$ cat config.mk
export PLATFORM = sky130hd
export DESIGN_NAME = mem_port_arbiter
export DESIGN_NICKNAME = d
export VERILOG_FILES = /design/src/rtl/mem_port_arbiter.sv
export SDC_FILE = /design/constraint.sdc
export NUM_CORES = 1
export LEC_CHECK = 0
export CAP_MARGIN = 5
export CORE_MARGIN = 3
export CORE_UTILIZATION = 40
export CTS_BUF_LIST = sky130_fd_sc_hd__clkbuf_16
export DETAILED_ROUTE_END_ITERATION = 10
export MAX_ROUTING_LAYER = met4
export PLACE_DENSITY = 0.8
export SLEW_MARGIN = 10
export SYNTH_ARGS = -nofsm -noshare
export SYNTH_HDL_FRONTEND = slang
export SYNTH_SLANG_ARGS = --single-unit
$ cat constraint.sdc
create_clock -name clk -period 2.16 [get_ports clk]
set_input_delay 0.216 -clock clk [delete_from_list [all_inputs] [get_ports clk]]
set_output_delay 0.216 -clock clk [all_outputs]
set_load 0.01 [all_outputs]
$ cat src/rtl/mem_port_arbiter.sv
// mem_port_arbiter
// Memory responder for the pipelined LC-3b core. Two initiators share one
// physical memory port, and only one transaction is in flight at a time:
//   - I port: instruction fetch, read-only.
//   - D port: data access, read or write.
// The D port wins arbitration so that the older in-flight instruction is never
// blocked behind a younger fetch. A starvation counter bounds how many D grants
// in a row may pass a pending fetch before the fetch is forced through.
//
// Ports:
//   clk, rst_n              clock, synchronous active-low reset
//   i_read, i_address       instruction request (held until i_resp)
//   i_rdata, i_resp         instruction data and one-cycle completion pulse
//   d_read, d_write         data request (held until d_resp)
//   d_byte_enable           data write byte lanes
//   d_address, d_wdata      data address and write data
//   d_rdata, d_resp         data read data and one-cycle completion pulse
//   pmem_read, pmem_write   physical strobes, stable for the whole access
//   pmem_byte_enable        physical byte lanes
//   pmem_address            physical address
//   pmem_wdata              physical write data
//   pmem_rdata, pmem_resp   physical read data and completion
module mem_port_arbiter #(
  parameter int ADDR_W       = 16,
  parameter int DATA_W       = 16,
  parameter int STARVE_LIMIT = 4
) (
  input  logic              clk,
  input  logic              rst_n,
  input  logic              i_read,
  input  logic [ADDR_W-1:0] i_address,
  output logic [DATA_W-1:0] i_rdata,
  output logic              i_resp,
  input  logic              d_read,
  input  logic              d_write,
  input  logic [1:0]        d_byte_enable,
  input  logic [ADDR_W-1:0] d_address,
  input  logic [DATA_W-1:0] d_wdata,
  output logic [DATA_W-1:0] d_rdata,
  output logic              d_resp,
  output logic              pmem_read,
  output logic              pmem_write,
  output logic [1:0]        pmem_byte_enable,
  output logic [ADDR_W-1:0] pmem_address,
  output logic [DATA_W-1:0] pmem_wdata,
  input  logic [DATA_W-1:0] pmem_rdata,
  input  logic              pmem_resp
);

  typedef enum logic [2:0] {
    IDLE    = 3'd0,
    SERVE_I = 3'd1,
    SERVE_D = 3'd2,
    DONE_I  = 3'd3,
    DONE_D  = 3'd4
  } state_t;

  localparam logic [3:0] LIMIT = 4'(STARVE_LIMIT);

  state_t     state_r;
  logic [3:0] starve_cnt_r;

  logic d_req_s;
  logic i_forced_s;
  logic grant_d_s;
  logic grant_i_s;

  // Arbitration decision for the IDLE state: D first unless a fetch has been
  // passed over LIMIT times in a row.
  always_comb begin
    d_req_s    = d_read | d_write;
    i_forced_s = i_read && (starve_cnt_r == LIMIT);
    grant_d_s  = 1'b0;
    grant_i_s  = 1'b0;
    if (d_req_s && !i_forced_s) begin
      grant_d_s = 1'b1;
    end else if (i_read) begin
      grant_i_s = 1'b1;
    end else begin
      grant_d_s = 1'b0;
      grant_i_s = 1'b0;
    end
  end

  // Transaction FSM; every output is a register updated here.
  always_ff @(posedge clk) begin
    if (!rst_n) begin
      state_r          <= IDLE;
      starve_cnt_r     <= 4'd0;
      i_rdata          <= '0;
      i_resp           <= 1'b0;
      d_rdata          <= '0;
      d_resp           <= 1'b0;
      pmem_read        <= 1'b0;
      pmem_write       <= 1'b0;
      pmem_byte_enable <= 2'b00;
      pmem_address     <= '0;
      pmem_wdata       <= '0;
    end else begin
      // Completion pulses are high only in the cycle spent in DONE_x.
      i_resp <= 1'b0;
      d_resp <= 1'b0;
      case (state_r)
        IDLE: begin
          if (grant_d_s) begin
            state_r          <= SERVE_D;
            pmem_address     <= d_address;
            pmem_wdata       <= d_wdata;
            pmem_byte_enable <= d_byte_enable;
            // Write takes precedence when both read and write are requested.
            pmem_write       <= d_write;
            pmem_read        <= ~d_write;
            if (!i_read) begin
              starve_cnt_r <= 4'd0;
            end else if (starve_cnt_r != LIMIT) begin
              starve_cnt_r <= starve_cnt_r + 4'd1;
            end else begin
              starve_cnt_r <= starve_cnt_r;
            end
          end else if (grant_i_s) begin
            state_r          <= SERVE_I;
            pmem_address     <= i_address;
            pmem_wdata       <= '0;
            pmem_byte_enable <= 2'b11;
            pmem_write       <= 1'b0;
            pmem_read        <= 1'b1;
            starve_cnt_r     <= 4'd0;
          end else begin
            state_r <= IDLE;
          end
        end
        SERVE_I: begin
          if (pmem_resp) begin
            i_rdata    <= pmem_rdata;
            i_resp     <= 1'b1;
            pmem_read  <= 1'b0;
            pmem_write <= 1'b0;
            state_r    <= DONE_I;
          end else begin
            state_r <= SERVE_I;
          end
        end
        SERVE_D: begin
          if (pmem_resp) begin
            d_rdata    <= pmem_rdata;
            d_resp     <= 1'b1;
            pmem_read  <= 1'b0;
            pmem_write <= 1'b0;
            state_r    <= DONE_D;
          end else begin
            state_r <= SERVE_D;
          end
        end
        DONE_I: begin
          state_r <= IDLE;
        end
        DONE_D: begin
          state_r <= IDLE;
        end
        default: begin
          state_r    <= IDLE;
          pmem_read  <= 1'b0;
          pmem_write <= 1'b0;
        end
      endcase
    end
  end

endmodule

==> reports/results.env, run 1 <==
CP.DEPTH=3
CTS_TREE='yes'
FINCLKSKEW_PS=10.18
ENABLE_FLOP_CELLS=0
YOSYS.CELL_COUNT.TOP_TYPE='nand2_1'
TIMING.HOLD.WORST_PATH_DEPTH=2
GRT_MAX_DEGREE=37
CTS.SINK_COUNT=77
SYNTH_SEQ_SHARE=0.5380
ROUTED-WL-MET2_MM=3.900
CP_MAX_FO=17
CELL_INTERNAL_PWR_mW=2.759
POST_CTS_HOLD_BUFFER_COUNT=0
CLKTRANSATPATHREGS_PS=60
MET1_USAGE=0.2346
GR-MAX-USAGE-LAYER='met2'
AREA_DELTA_SYNTH_FINAL_PCT=62.05
REPORT.FINAL.SLEW_VIOL_COUNT=0
NUM_ANTENNA_CELLS=0
TOP_LEVEL_PORTS=142
CLOCK_POWER_mW=1.42
WHS_ENDPOINT='d_rdata[1]'
ROUTE.TOP_LAYER_USED='met4'
FINAL_NET_COUNT=547
GRT_USAGE=0.1976
RELSLEWSLACK=0.5723
WORSTHOLDSTART='d_rdata[1]'
DETAIL_ROUTE.VIAS_PER_CELL=4.946
WARNING_COUNT=27
SYNTH-ASYNC-RESET-RATIO=0
CLKPWRFRAC=0.391
MAX_FREQ_MHz=567.7
CTS_RESIZED=0
DIE_WIDTH_UM=90.64
LARGEST_STAGE_DELAY_ON_THE_CRITICAL_PATH_PS=850
CRIT_BUF_INV=0
WORSTSETUPPATHTYPE='reg2reg'
YOSYSTOPAREACELLSHARE=0.5380
TIMING.CRITICAL_PATH.REQUIRED_PS=2350
POST_SYNTH_INST_COUNT=333
POWER.COMBINATIONAL.TOTAL_mW=0.629
FIN_CRIT_SH=0.8155
VIAS_IN_THE_FIRST_GLOBAL_ROUTE=2676
ANTENNA_VIOLATING_NETS_POST_ROUTE=0
MOST_COMMON_LOGIC_CELL_IN_THE_ROUTED_DESIGN='clkdlybuf4s50_1'
CHIPHEIGHT_UM=90.64
CORE_MM2=0.006869
WORST_SETUP_PATH_STARTPOINT='state_r[0]'
DR_WL_MET3_UM=447
POST_DP_CELL_AREA_MM2=0.004362
YS_CELLS=333
PRECTSSETUPSLACK_PS=172.7
WORSTSETUPENDPOINTTYPE='flip-flop'
FIN_UTIL=0.6760
NETLIST_TOP_CELLS_AREA='dfxtp_1 (54%), nand2_1 (14%), a21oi_1 (6.1%)'
SETUP_BUFS_POST_CTS=0
ROOT_BUFFER='clkbuf_16'
POST-ROUTE-MIN-PERIOD_PS=1761
LAYOUT.CELLS.NON_FILLER=573
YOSYS.STAT.CHIPAREA_MM2=0.002865
WORST_SETUP_PATH_ENDPOINT='i_rdata[13]'
POST_SYNTH.CELL_AREA_AVG_UM2=8.604
POWER_TOP_CONSUMER='registers'
FIRST_PASS_GRT_WIRE_LENGTH_MM=12.79
CHIPAREA_MM2=0.008215
P_SW_mW=0.8637
PLACED_CELLS_INCL_TAPS=558
SETUP_REPAIR_AFTER_GLOBAL_ROUTING_MISSED_ITS_MARGIN='false'
DETAILEDROUTE.FIRSTITERATIONVIOLATIONS=136
DESIGN_POWER_TOTAL_mW=3.623
SLOWEST_CELL_ON_CRIT_PATH='or4b_2'
LAYOUT.CELLS.MOST_COMMON_LIST='clkdlybuf4s50_1 (141), nand2_1 (104), dfxtp_1 (77)'
TOP_CELL_TYPE_BY_TOTAL_AREA_AFTER_SYNTHESIS='dfxtp_1'
COMBPWRFRAC=0.174
FINALHOLDWORSTSLACK_PS=452.1
WORSTREG2REGEND='i_rdata[13]'
ROUTE.LAYER.MET1.WL_MM=3.539
SYNTH-SEQ-CELLS=77
PLACEMENT.IO_BUFFERS=141
SWITCHING_SHARE=0.2384
DETAILEDPLACEMENTHPWL_MM=5.740
POWER-PER-CELL-AREA_mW_PER_MM2=780.2
HTREE_NUM_LEVELS=3
NETLIST-CELL-TYPE-COUNT=32
START_KIND='flip-flop'
FINAL.SETUP.WORST_SLACK_PS=398.5
CRIT-REG2REG-LAUNCH='state_r[0]'
SYNTH.CELL_AREA_MM2=0.002865
STATUS='completed'
MIN-DELAY-PATH-CLASS='reg2reg'
NETLIST_TOP_CELLS_COUNT='nand2_1 (104), dfxtp_1 (77), a21oi_1 (35)'
FINAL_AREA_MM2=0.004643
HOLD_VIOL_FINAL=0
SYNTHESIS.YOSYS.WARNINGS=0
SEQUENTIALPOWERSHARE=0.435
GLOBALROUTE.TOTALOVERFLOW=0
CLK_LATENCY_PS=330
PWR.GROUP.SEQUENTIAL_mW=1.58
IRDROPWORSTVDD_V=0.0003953
SYNTHESIS.NETS=407
FIN_TNS_SETUP_PS=0
WORST_R2R_PATH_DEPTH=3
CELL_BY_CELL_LISTING_OF_THE_CRITICAL_PATH='or4b_2 > nand2_1 > a21oi_1'
SETUP-VIOLATIONS-FINAL=0
WORST-R2R-SETUP-SLACK_PS=400
MAXCAPVIOLCOUNT=0
ROUTABILITYCONGESTION=0.7926
ANTENNA_FOUND_INITIAL=0
FP-UTILIZATION=0.4171
CLOCK_TREE.BUFFER_DEPTH=2
CRITPATHARRIVALTIME_PS=1960
LEAKAGE_nW=1.730
CTS_INSERTED_BUFFERS=9
YS_DOMINANT_REG_CELL='dfxtp_1'
FP-ROW-COUNT=30
TIMING.CRITICAL_PATH.MAX_DELAY_FAMILY='simple AND/OR/NAND/NOR gates'
WL_PER_CELL_UM=14.01
LAYOUT-DRIVE-GT1-SHARE=0.06918
DETAIL_ROUTE.FIRST_PASS.ITERATIONS=4
TIGHTEST_SLEW_PS=641.5
POST_DETAILED_ROUTE_DRC_MARKER_COUNT=0
run 1: final cells by class:
type	count	area (µm²)
Tap cell	96	120.1
Fill cell	557	2226
Inverter	6	22.52
Multi-Input combinational cell	227	1184
Sequential cell	77	1541
Timing Repair Buffer	152	1494
Clock inverter	6	56.30
Clock buffer	9	225.2
run 1: sequential cells by signal (all words and copies together), names as in the netlist:
name	count
d_rdata	16
i_rdata	16
pmem_address	16
pmem_wdata	16
starve_cnt_r	4
state_r	3
pmem_byte_enable	2
d_resp	1
i_resp	1
pmem_read	1
pmem_write	1
run 1: kinds of logic after synthesis:
group	count (synthesis)	share of synthesized area
AOI/OAI and AO/OA	97	0.2083
adders and majority gates	2	0.008732
buffers and inverters	29	0.05065
and+or+nand+nor	128	0.1943
DFF	77	0.5380
Run 1, signal wires on met1:
The bar under the picture is 20 µm long. Cells faint in the background.
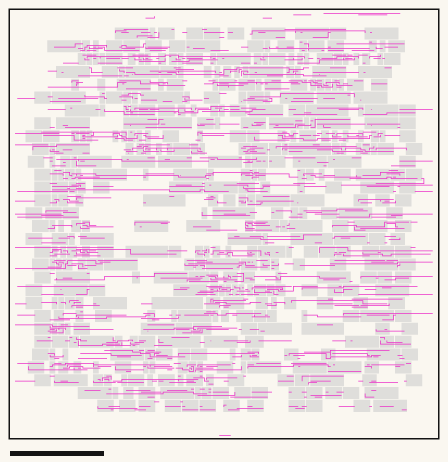
nets with wire on the layer: 480
wire length on this layer: 3540 µm
longest straight run: 26.7 µm
main direction: horizontal
share of all routed wire: 44%

Run 1, the metal 2 layer:
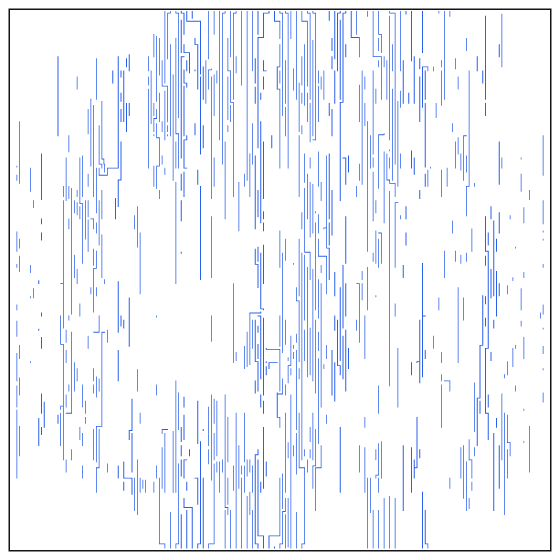
share of all routed wire: 49%
wire length on this layer: 3900 µm
longest straight run: 34.7 µm
nets with wire on the layer: 461
main direction: vertical
detailed-route via count: 2834
routed wire length: 8.030 mm
routing usage on met2: 0.3249

Run 1, metal 3:
The bar under the picture is 20 µm long.
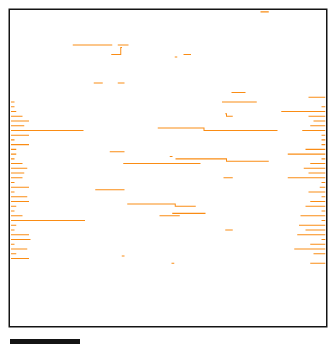
longest straight run: 21.8 µm
main direction: horizontal
GR Util met3: 0.03583

Run 1, clock nets:
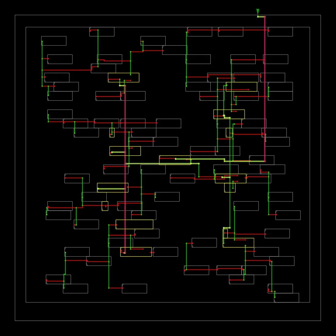

## Run 2: what changed since run 1
--- a/config.mk
+++ b/config.mk
@@ -7,11 +7,11 @@
 export LEC_CHECK = 0
 export CAP_MARGIN = 5
 export CORE_MARGIN = 3
-export CORE_UTILIZATION = 40
+export CORE_UTILIZATION = 36
 export CTS_BUF_LIST = sky130_fd_sc_hd__clkbuf_16
 export DETAILED_ROUTE_END_ITERATION = 10
 export MAX_ROUTING_LAYER = met4
-export PLACE_DENSITY = 0.8
+export PLACE_DENSITY = 0.76
 export SLEW_MARGIN = 10
 export SYNTH_ARGS = -nofsm -noshare
 export SYNTH_HDL_FRONTEND = slang
==> constraint.sdc (replaced) <==
create_clock -name clk -period 1.45 [get_ports clk]
set_input_delay 0.145 -clock clk [delete_from_list [all_inputs] [get_ports clk]]
set_output_delay 0.145 -clock clk [all_outputs]
set_load 0.01 [all_outputs]
Run 2, clock nets:
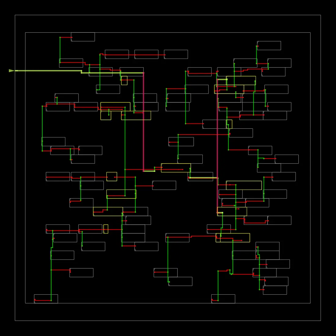
reported clock group power: 2.16 mW
CTS buffer count: 9

Run 2, cell sizes after repair:
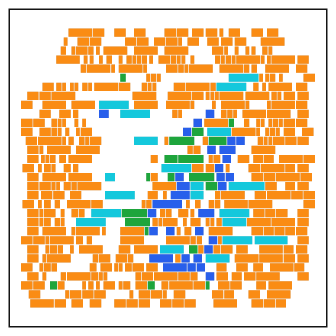
| colour | size | cells |
|---|---|---|
| green | _2 cells | 18 |
| blue | _3 and _4 cells | 31 |
| orange | _0 and _1 cells | 430 |
| cyan | _6 and larger | 20 |
area growth from synthesis to final layout: 73.84%
number of signal-net buffers in the layout: 173
fin area: 0.004981 mm²
setup slack after layout: -51.74 ps

==> reports/results.env, run 2 <==
SYNTHESIS.NETS=407  # unchanged
GRT_USAGE=0.1926  # -0.004954
WORST-R2R-SETUP-SLACK_PS=-50  # -450 ps
GRTUSAGEMET3=0.05288  # +0.01705
HOLD_VIOL_FINAL=0  # unchanged
TIGHTEST_SLEW_PS=376.9  # -264.6 ps
PRECTSSETUPSLACK_PS=-294.0  # -466.7 ps
SYNTH-SEQ-CELLS=77  # unchanged
FIN_CRIT_SH=1.036  # +0.2202
FP-UTILIZATION=0.3828  # -0.03437
FINAL.SETUP.WORST_SLACK_PS=-51.74  # -450.3 ps
CTS_TREE='yes'
CTS_RESIZED=5  # +5
IRDROPWORSTVDD_V=0.0006157  # +56%
CRIT-REG2REG-LAUNCH='starve_cnt_r[0]'
POST_DETAILED_ROUTE_DRC_MARKER_COUNT=0  # unchanged
STATUS='finished, violations left'
MAXCAPVIOLCOUNT=0  # unchanged
WORST_SETUP_PATH_STARTPOINT='starve_cnt_r[0]'
NUM_ANTENNA_CELLS=0  # unchanged
NETLIST_TOP_CELLS_COUNT='nand2_1 (104), dfxtp_1 (77), a21oi_1 (35)'
SYNTHMUXAREASHARE=0  # unchanged
WHS_ENDPOINT='pmem_address[12]'
SEQUENTIALPOWERSHARE=0.420  # -0.015
CLKTRANSATPATHREGS_PS=60  # about the same
POST-ROUTE-MIN-PERIOD_PS=1502  # -259.7 ps
CP.DEPTH=7  # +4
FIRST_PASS_GRT_WIRE_LENGTH_MM=13.35  # +4.4%
SYNTH_SEQ_SHARE=0.5380  # unchanged
DETAILED_ROUTE_VIA_COUNT=2941  # +3.8%
CRITPATHARRIVALTIME_PS=1750  # -210 ps
ANTENNA_VIOLATING_NETS_POST_ROUTE=0  # unchanged
WORST_SETUP_PATH_ENDPOINT='pmem_address[4]'
SYNTH_XOR_XNOR_AREA_SHARE=0  # unchanged
ROUTE.LAYER.MET1.WL_MM=3.564  # +0.71%
FINAL.FILL_COUNT=589  # +5.7%
WORSTSETUPENDPOINTTYPE='flip-flop'
PLACED_CELLS_INCL_TAPS=577  # +3.4%
RELSLEWSLACK=0.7478  # +0.1755
FINAL-SEQ-AREA_MM2=0.001548  # +0.41%
NETLIST-CELL-TYPE-COUNT=32  # unchanged
CP_MAX_FO=8  # -9
VIAS_IN_THE_FIRST_GLOBAL_ROUTE=2861  # +6.9%
CHIPHEIGHT_UM=95.22  # +5.1%
POST_SYNTH.CELL_AREA_AVG_UM2=8.604  # unchanged
LAYOUT.CELLS.NON_FILLER=598  # +4.4%
CRIT_BUF_INV=2  # +2
WORSTREG2REGEND='pmem_address[4]'
START_KIND='flip-flop'
PWR.GROUP.SEQUENTIAL_mW=2.35  # +49%
TIMING.CRITICAL_PATH.REQUIRED_PS=1700  # -650 ps
CHIPAREA_MM2=0.009066  # +10%
POWER-PER-CELL-AREA_mW_PER_MM2=1125  # +44%
GRT_MAX_DEGREE=37  # unchanged
TIMING.CRITICAL_PATH.MAX_DELAY_FAMILY='simple AND/OR/NAND/NOR gates'
GR-MAX-USAGE-LAYER='met2'
CLOCK_TREE.BUFFER_DEPTH=2  # unchanged
YOSYS.STAT.CHIPAREA_MM2=0.002865  # unchanged
DETAIL_ROUTE.FIRST_PASS.ITERATIONS=4  # unchanged
GRT_UTIL_MET2=0.3224  # -0.002443
NETLIST_TOP_CELLS_AREA='dfxtp_1 (54%), nand2_1 (14%), a21oi_1 (6.1%)'
FIN_TNS_SETUP_PS=-727.2  # -727.2 ps
LARGEST_STAGE_DELAY_ON_THE_CRITICAL_PATH_PS=330  # -520 ps
CLK_LATENCY_PS=320  # about the same
ROUTE.TOP_LAYER_USED='met4'
CTS.SINK_COUNT=77  # unchanged
ROOT_BUFFER='clkbuf_16'
AREA.COMBINATIONAL_MM2=0.001237  # +4.5%
CORE_MM2=0.007486  # +9.0%
DETAIL_ROUTE.VIAS_PER_CELL=4.918  # -0.56%
DETAILEDROUTE.FIRSTITERATIONVIOLATIONS=120  # -12%
SYNTH.CELLMIX.ADDERSHARE=0.008734  # unchanged
POWER.COMBINATIONAL.TOTAL_mW=1.09  # +73%
SYNTH-SIMPLE-AREA-SHARE=0.1943  # unchanged
WORSTHOLDSTART='i_address[12]'
SETUP_BUFS_POST_CTS=3  # +3
COMBPWRFRAC=0.195  # +0.021
FP-ROW-COUNT=31  # +3.3%
MIN-DELAY-PATH-CLASS='in2reg'
ROUTED_WIRELENGTH_MM=8.594  # +7.0%
REPORT.FINAL.SLEW_VIOL_COUNT=0  # unchanged
MOST_COMMON_LOGIC_CELL_IN_THE_ROUTED_DESIGN='clkdlybuf4s50_1'
LAYOUT.CELLS.MOST_COMMON_LIST='clkdlybuf4s50_1 (141), nand2_1 (101), dfxtp_1 (72)'
YS_DOMINANT_REG_CELL='dfxtp_1'
TOP_CELL_TYPE_BY_TOTAL_AREA_AFTER_SYNTHESIS='dfxtp_1'
TIMING.HOLD.WORST_PATH_DEPTH=3  # +1
HTREE_NUM_LEVELS=3  # unchanged
TOP_LEVEL_PORTS=142  # unchanged
CELL_BY_CELL_LISTING_OF_THE_CRITICAL_PATH='inv_2 > ha_4 > and4b_2 > nor2_4 > clkbuf_16 > nand2_1 > a31oi_1'
DETAILEDPLACEMENTHPWL_MM=5.957  # +3.8%
PLACEMENT.IO_BUFFERS=141  # unchanged
WARNING_COUNT=30  # +11%
LEAKAGE_nW=1.891  # +9.3%
WL_PER_CELL_UM=14.37  # +2.5%
LAYOUT-DRIVE-GT1-SHARE=0.1383  # +0.06909
POST_SYNTH_INST_COUNT=333  # unchanged
ROUTED-WL-MET2_MM=4.259  # +9.2%
YOSYSTOPAREACELLSHARE=0.5380  # unchanged
ANTENNA_FOUND_INITIAL=0  # unchanged
FINAL_NET_COUNT=568  # +3.8%
POST_CTS_HOLD_BUFFER_COUNT=0  # unchanged
SYNTH-ASYNC-RESET-RATIO=0  # unchanged
DR_WL_MET3_UM=666  # +49%
WORST_R2R_PATH_DEPTH=7  # +4
ENABLE_FLOP_CELLS=0  # unchanged
CLKPWRFRAC=0.385  # -0.006
POWER_TOP_CONSUMER='registers'
ROUTABILITYCONGESTION=0.8542  # +7.8%
DIE_WIDTH_UM=95.22  # +5.1%
NETLIST_LOGIC_FAMILY_TOP='AND-OR/OR-AND gates'
SYNTHESIS.YOSYS.WARNINGS=0  # unchanged
SWITCHING_SHARE=0.2438  # +0.005399
COMPLEX_GATE_FRACTION_OF_THE_SYNTHESIZED_AREA=0.2083  # unchanged
CELL_INTERNAL_PWR_mW=4.238  # +54%
YOSYS.CELL_COUNT.TOP_TYPE='nand2_1'
WORSTSETUPPATHTYPE='reg2reg'
MAX_FREQ_MHz=665.9  # +17%
VIOLATIONS_IN_THE_FINAL_REPORTS='negative setup slack'
MET1_USAGE=0.2180  # -0.01662
SETUP-VIOLATIONS-FINAL=30  # +30
Run 2, signal wires on met1:
The bar under the picture is 20 µm long. Cells faint in the background.
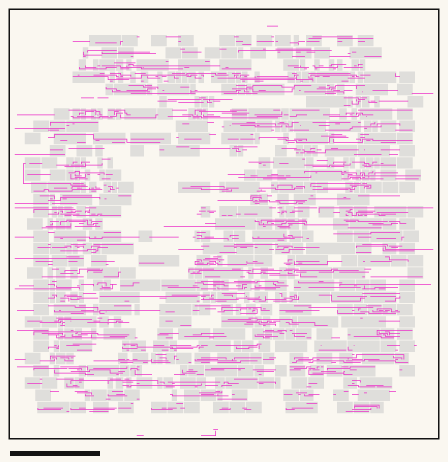
share of all routed wire: 41%
longest straight run: 25.3 µm
wire length on this layer: 3560 µm
main direction: horizontal

run 2: netlist changes by cell type in the layout (fill, tap and decap cells not counted), sizes merged:
cell / delta
clkbuf: +1
buf: +20
clkinv: +1
run 2: metrics by stage:
stage	power, mW	hold WS, ps	instance area [µm²]	utilization
after floorplan	2.780	270.5	2897	-
after global placement	3.402	442.7	4564	0.6097
after detailed placement	3.421	445.7	4564	0.6097
after CTS	5.621	374.2	4912	0.6562
after global routing	5.858	376.9	4981	0.6654
final	5.604	386.7	4981	0.6654
run 2: area by class of cell:
| class | instances | share of cell area |
|---|---|---|
| repair buffers | 173 | 0.3532 |
| flip-flops and latches | 77 | 0.3107 |
| multi-input cells | 227 | 0.2484 |
| clock buffers | 9 | 0.04521 |
| well taps | 99 | 0.02487 |
| clock inverters | 7 | 0.01306 |
| inverters | 6 | 0.004521 |
Power is estimated from default activity; no workload was simulated.
